File: src/rtl/timebase.sv
// System timebase: prescaled tick, free-running tick counter and N countdown
// channels (one-shot or periodic) with sticky pending/overrun flags and an OR-ed irq.
module timebase #(
    parameter int unsigned CYCLES_PER_TICK = 10000,
    parameter int unsigned N_CHANNELS      = 4,
    parameter int unsigned WIDTH           = 32,
    parameter int unsigned TICK_WIDTH      = 32
) (
    input  logic                  clk,
    input  logic                  rst,
    input  logic                  en,
    output logic                  tick,
    output logic [TICK_WIDTH-1:0] tick_count,
    input  logic [N_CHANNELS-1:0] ch_load,
    input  logic [WIDTH-1:0]      ch_load_val,
    input  logic [N_CHANNELS-1:0] ch_periodic,
    input  logic [N_CHANNELS-1:0] ch_stop,
    input  logic [N_CHANNELS-1:0] ch_clear,
    output logic [N_CHANNELS-1:0] ch_active,
    output logic [N_CHANNELS-1:0] ch_pending,
    output logic [N_CHANNELS-1:0] ch_overrun,
    output logic                  irq
);

    localparam int unsigned PW = (CYCLES_PER_TICK > 1) ? $clog2(CYCLES_PER_TICK) : 1;
    localparam logic [PW-1:0] PRESC_MAX = PW'(CYCLES_PER_TICK - 1);

    typedef enum logic {
        IDLE = 1'b0,
        RUN  = 1'b1
    } ch_state_e;

    logic [PW-1:0]         presc_q, presc_d;
    logic                  tick_q, tick_d;
    logic [TICK_WIDTH-1:0] tick_count_q, tick_count_d;

    ch_state_e             state_q  [N_CHANNELS];
    ch_state_e             state_d  [N_CHANNELS];
    logic [WIDTH-1:0]      cnt_q    [N_CHANNELS];
    logic [WIDTH-1:0]      cnt_d    [N_CHANNELS];
    logic [WIDTH-1:0]      reload_q [N_CHANNELS];
    logic [WIDTH-1:0]      reload_d [N_CHANNELS];
    logic [N_CHANNELS-1:0] mode_q, mode_d;
    logic [N_CHANNELS-1:0] pending_q, pending_d;
    logic [N_CHANNELS-1:0] overrun_q, overrun_d;
    logic [N_CHANNELS-1:0] load_ok;
    logic [N_CHANNELS-1:0] expire;

    // Prescaler and tick counter; en=0 freezes the phase and suppresses the tick.
    always_comb begin
        presc_d      = presc_q;
        tick_d       = 1'b0;
        tick_count_d = tick_q ? tick_count_q + 1'b1 : tick_count_q;
        if (en) begin
            tick_d  = (presc_q == PRESC_MAX);
            presc_d = (presc_q == PRESC_MAX) ? '0 : presc_q + 1'b1;
        end
    end

    always_ff @(posedge clk) begin
        if (rst) begin
            presc_q      <= '0;
            tick_q       <= 1'b0;
            tick_count_q <= '0;
        end else begin
            presc_q      <= presc_d;
            tick_q       <= tick_d;
            tick_count_q <= tick_count_d;
        end
    end

    // A zero load value is treated as no load at all.
    assign load_ok = ch_load & {N_CHANNELS{ch_load_val != '0}};

    // Channel FSM: state register.
    always_ff @(posedge clk) begin
        if (rst) begin
            for (int i = 0; i < N_CHANNELS; i++) begin
                state_q[i]  <= IDLE;
                cnt_q[i]    <= '0;
                reload_q[i] <= '0;
            end
            mode_q    <= '0;
            pending_q <= '0;
            overrun_q <= '0;
        end else begin
            for (int i = 0; i < N_CHANNELS; i++) begin
                state_q[i]  <= state_d[i];
                cnt_q[i]    <= cnt_d[i];
                reload_q[i] <= reload_d[i];
            end
            mode_q    <= mode_d;
            pending_q <= pending_d;
            overrun_q <= overrun_d;
        end
    end

    // Channel FSM: next state. Priority is stop, then load, then tick decrement.
    always_comb begin
        mode_d = mode_q;
        expire = '0;
        for (int i = 0; i < N_CHANNELS; i++) begin
            state_d[i]  = state_q[i];
            cnt_d[i]    = cnt_q[i];
            reload_d[i] = reload_q[i];
            if (ch_stop[i]) begin
                state_d[i] = IDLE;
                cnt_d[i]   = '0;
            end else if (load_ok[i]) begin
                state_d[i]  = RUN;
                cnt_d[i]    = ch_load_val;
                reload_d[i] = ch_load_val;
                mode_d[i]   = ch_periodic[i];
            end else if (state_q[i] == RUN && tick_q) begin
                if (cnt_q[i] > WIDTH'(1)) begin
                    cnt_d[i] = cnt_q[i] - 1'b1;
                end else begin
                    expire[i] = 1'b1;
                    if (mode_q[i]) begin
                        cnt_d[i] = reload_q[i];
                    end else begin
                        cnt_d[i]   = '0;
                        state_d[i] = IDLE;
                    end
                end
            end
        end
        // Expiry beats clear for pending; clear always wins for overrun.
        pending_d = expire | (pending_q & ~ch_clear);
        overrun_d = ~ch_clear & (overrun_q | (expire & pending_q));
    end

    // Channel FSM: outputs.
    always_comb begin
        for (int i = 0; i < N_CHANNELS; i++) begin
            ch_active[i] = (state_q[i] == RUN);
        end
    end

    assign tick       = tick_q;
    assign tick_count = tick_count_q;
    assign ch_pending = pending_q;
    assign ch_overrun = overrun_q;
    assign irq        = |pending_q;

endmodule

File: config.mk
export PLATFORM = sky130hd
export DESIGN_NAME = timebase
export DESIGN_NICKNAME = d
export VERILOG_FILES = /design/src/rtl/timebase.sv
export SDC_FILE = /design/constraint.sdc
export NUM_CORES = 1
export LEC_CHECK = 0
export CELL_PAD_IN_SITES_DETAIL_PLACEMENT = 1
export CELL_PAD_IN_SITES_GLOBAL_PLACEMENT = 1
export CORE_ASPECT_RATIO = 1.5
export CORE_MARGIN = 8
export CORE_UTILIZATION = 41
export DETAILED_ROUTE_END_ITERATION = 7
export GPL_ROUTABILITY_DRIVEN = 0
export GPL_TIMING_DRIVEN = 0
export PLACE_DENSITY_LB_ADDON = 0.1
export SLEW_MARGIN = 20
export SYNTH_ARGS = -nofsm -noshare
export SYNTH_HDL_FRONTEND = slang
export SYNTH_SLANG_ARGS = --single-unit
File: constraint.sdc
create_clock -name clk -period 2.4 [get_ports clk]
set_input_delay 0.36 -clock clk [delete_from_list [all_inputs] [get_ports clk]]
set_output_delay 0.36 -clock clk [all_outputs]
set_load 0.005 [all_outputs]
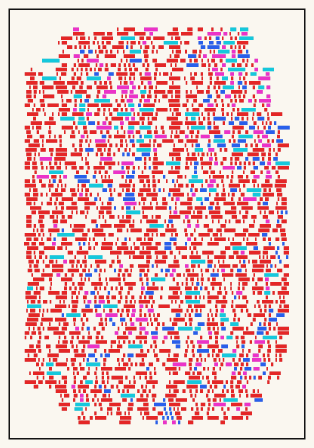
(images/sizes.png)
Key: _0 and _1 cells = red [cells 1803]; _3 and _4 cells = magenta [cells 152]; _6 and larger = cyan [cells 87]; _2 cells = blue [cells 186]

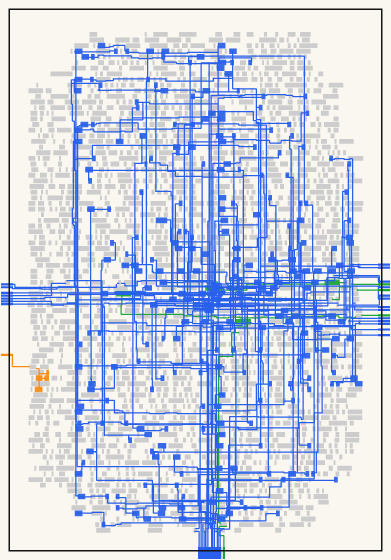
(images/io_fan.png)
Key: ch_load_val = blue [direction input, end cells 264, wire 13000 microns]; ch_overrun = green [direction output, end cells 4, wire 391 microns]; en = orange [direction input, end cells 4, wire 37.8 microns]

==> results_slide.txt <==
Physical Implementation Snapshot

Run status
  – Status: finished with violations
  – Violated checks: negative setup slack

Layout
  – FILL cells: 4639
  – Most frequent logic cell in the layout: dfxtp_1
  – Most frequent cells in the layout: dfxtp_1, nor2_1, o21ai_0
  – Comb area: 9960 sq um
  – Synthesis-to-layout area growth: 26.9%
  – Sequential Area: 6420 sq um
  – Tally of non-filler cells in the final layout: roughly 2700

Detailed routing
  – Wirelength per Cell: 27.0 microns
  – Routed vias/inst: 6.41
  – Met2 routed WL: 34900 microns
  – DRC Markers: 0
  – Highest routed layer: met5
  – First-pass detailed-route iteration total: 5
  – WL met1: 27000 microns
  – Iter 0 DRT Violations: 1289
  – ANT nets after route: 0
  – Routed vias: 17500

Pwr
  – Switching share of power: 0.298
  – P_sw: 0.00408 W
  – Peak VDD IR: ~560 uV
  – Clock group share of total power: 0.415
  – PwrDens: 659 nW/um^2
  – Pint: 0.00961 W
  – Logic pwr share: 0.167
  – Leak pwr: slightly above 8 nW

STA
  – Max Fclk: ~0.37 GHz
  – Endpoints failing setup: 36
  – Fin. Hold Viols: 0
  – Hold_ws: ~260 ps
  – Final Slew Violations: 0
  – Least-Margin Pin Slew: 841 ps
  – Final period util: 1.12
  – Clock skew: 19.1 ps
  – RSZ-0062 raised after global routing: yes
  – Max_slew headroom: 0.439
  – Worst setup margin: -289 ps

Synth
  – Post-synth EDFFs: 0
  – YS chip area: roughly 16000 sq um
  – Post-synth net total: 2087
  – Top cell area share: 0.390
  – Seq/Total Area, Yosys: 0.390
  – Yosys top cell by area: dfxtp_1
  – Mux area share: 0.0827
  – Cell Area, Synth: approximately 16000 sq um
  – Yosys top cell by instances: dfxtp_1
  – Synth Area per Inst: 8.07 sq um
  – Synthesized flop and latch total: 319
  – Adder Area Share: 0.00765
  – Yosys cell count: around 2000
  – Synth async-reset ratio: 0
  – Basic Gates by Area: 0.223
  – Synth warn: 0
  – Mapped Cells: 2026
  – Top cells by area: dfxtp_1, mux2i_1, o21ai_0, nor2_1, a21oi_1

Critical path
  – Critical path type: flop to flop
  – Reg2reg end: cnt_q[2][14]$_SDFFE_PP0P_
  – Worst setup path start: cnt_q[2][10]$_SDFFE_PP0P_
  – CP Launch Type: flop
  – Crit path max-delay family: simple AND/OR/NAND/NOR gates
  – Reg-to-reg critical path startpoint: cnt_q[2][10]$_SDFFE_PP0P_
  – Buf/Inv on CP: 3
  – Worst reg2reg setup slack: -290 ps
  – WP data arrival: 3150 ps
  – Cell Chain, Critical Path: or4_4, or4_4, buf_6, nor4_4, buf_4, and3_4, clkbuf_16, a22oi_2, a31oi_1
  – CP max-delay cell: or4_4
  – CP required: between 2000 and 3000 ps

Place
  – Post-detail-place hpwl: 49300 microns
  – IO buf count: 64
  – Placed insts: 2590

Global routing
  – Total grt overflow: 0
  – Vias in the first global route: ~18000
  – GR Util All Layers: 0.305
  – Largest net degree at the start of global routing: 14
  – GR Util met1: 0.328
  – M2 GR Usage: 0.515

Flow run
  – Tool Warnings: 33
  – Max Cap Viol: 0

Die
  – Die Size: 46700 sq um
  – Row count: 89
  – Die X-Extent: approximately 180 microns
  – Core Util at FP: 0.416
  – Core area: 39300 sq um

Worst hold path
  – Hold Startpoint: ch_load_val[14]
  – Hold Path Depth: 3
  – Worst hold endpoint: cnt_q[3][14]$_SDFFE_PP0P_

Clock network
  – Reg clk slew, reported paths: 70 ps
  – H-tree depth: 2
  – CTS tree: yes
  – TritonCTS Buffers: 36
  – Setup Buffers After CTS: 57
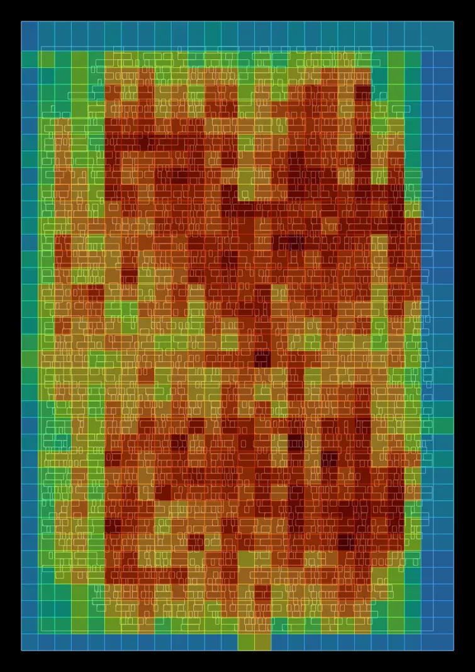
(images/congestion.png)
met3 GRT Util: 0.0664
most used routing layer: met2

## kinds of logic (layout without fill, tap and decap cells)
logic type	count (synthesis)	count (layout)
AND/OR/NAND/NOR	726	727
AND-OR/OR-AND	566	566
flip-flops	319	319
buffers and inverters	200	401
multiplexers	135	135
XOR/XNOR	70	70
adder cells (fa/ha/maj)	10	10
other	0	2
## power by group through the flow
stage	sequential [W]	combinational, W	clock (W)
2_1_floorplan	0.00574	0.00124	0
3_3_place_gp	0.00580	0.00182	0
3_5_place_dp	0.00581	0.00186	0
4_1_cts	0.00570	0.00211	0.00575
5_1_grt	0.00574	0.00242	0.00597
6_report	0.00572	0.00229	0.00568
## sequential cells by signal, indices dropped and copies added, names as in the netlist
name / count
cnt_q: 128
reload_q: 128
tick_count: 32
presc_q: 14
ch_overrun: 4
ch_pending: 4
mode_q: 4
state_q: 4
tick: 1
## final cells by class
| type | instances | share of cell area |
|---|---|---|
| Multi-Input combinational cell | 1508 | 0.480 |
| Sequential cell | 319 | 0.309 |
| Timing Repair Buffer | 149 | 0.0715 |
| Buffer | 170 | 0.0496 |
| Clock buffer | 47 | 0.0479 |
| Tap cell | 500 | 0.0301 |
| Clock inverter | 17 | 0.00850 |
| Inverter | 18 | 0.00325 |
| Antenna cell | 2 | 0.000241 |
## per-stage QoR
| step | util | cell area [sq um] | worst slack (ps) | TNS (ps) | power (W) |
|---|---|---|---|---|---|
| after floorplan | - | 16500 | -79.0 | -450 | 0.00698 |
| after global placement | 0.451 | 17700 | -1290 | -278390 | 0.00761 |
| after detailed placement | 0.451 | 17700 | -1380 | -300420 | 0.00766 |
| after CTS | 0.511 | 20100 | -252 | -6760 | 0.0136 |
| after global routing | 0.528 | 20800 | -331 | -9530 | 0.0141 |
| final | 0.528 | 20800 | -289 | -6630 | 0.0137 |
No activity file was given, so power comes from the tool's default toggle rates.
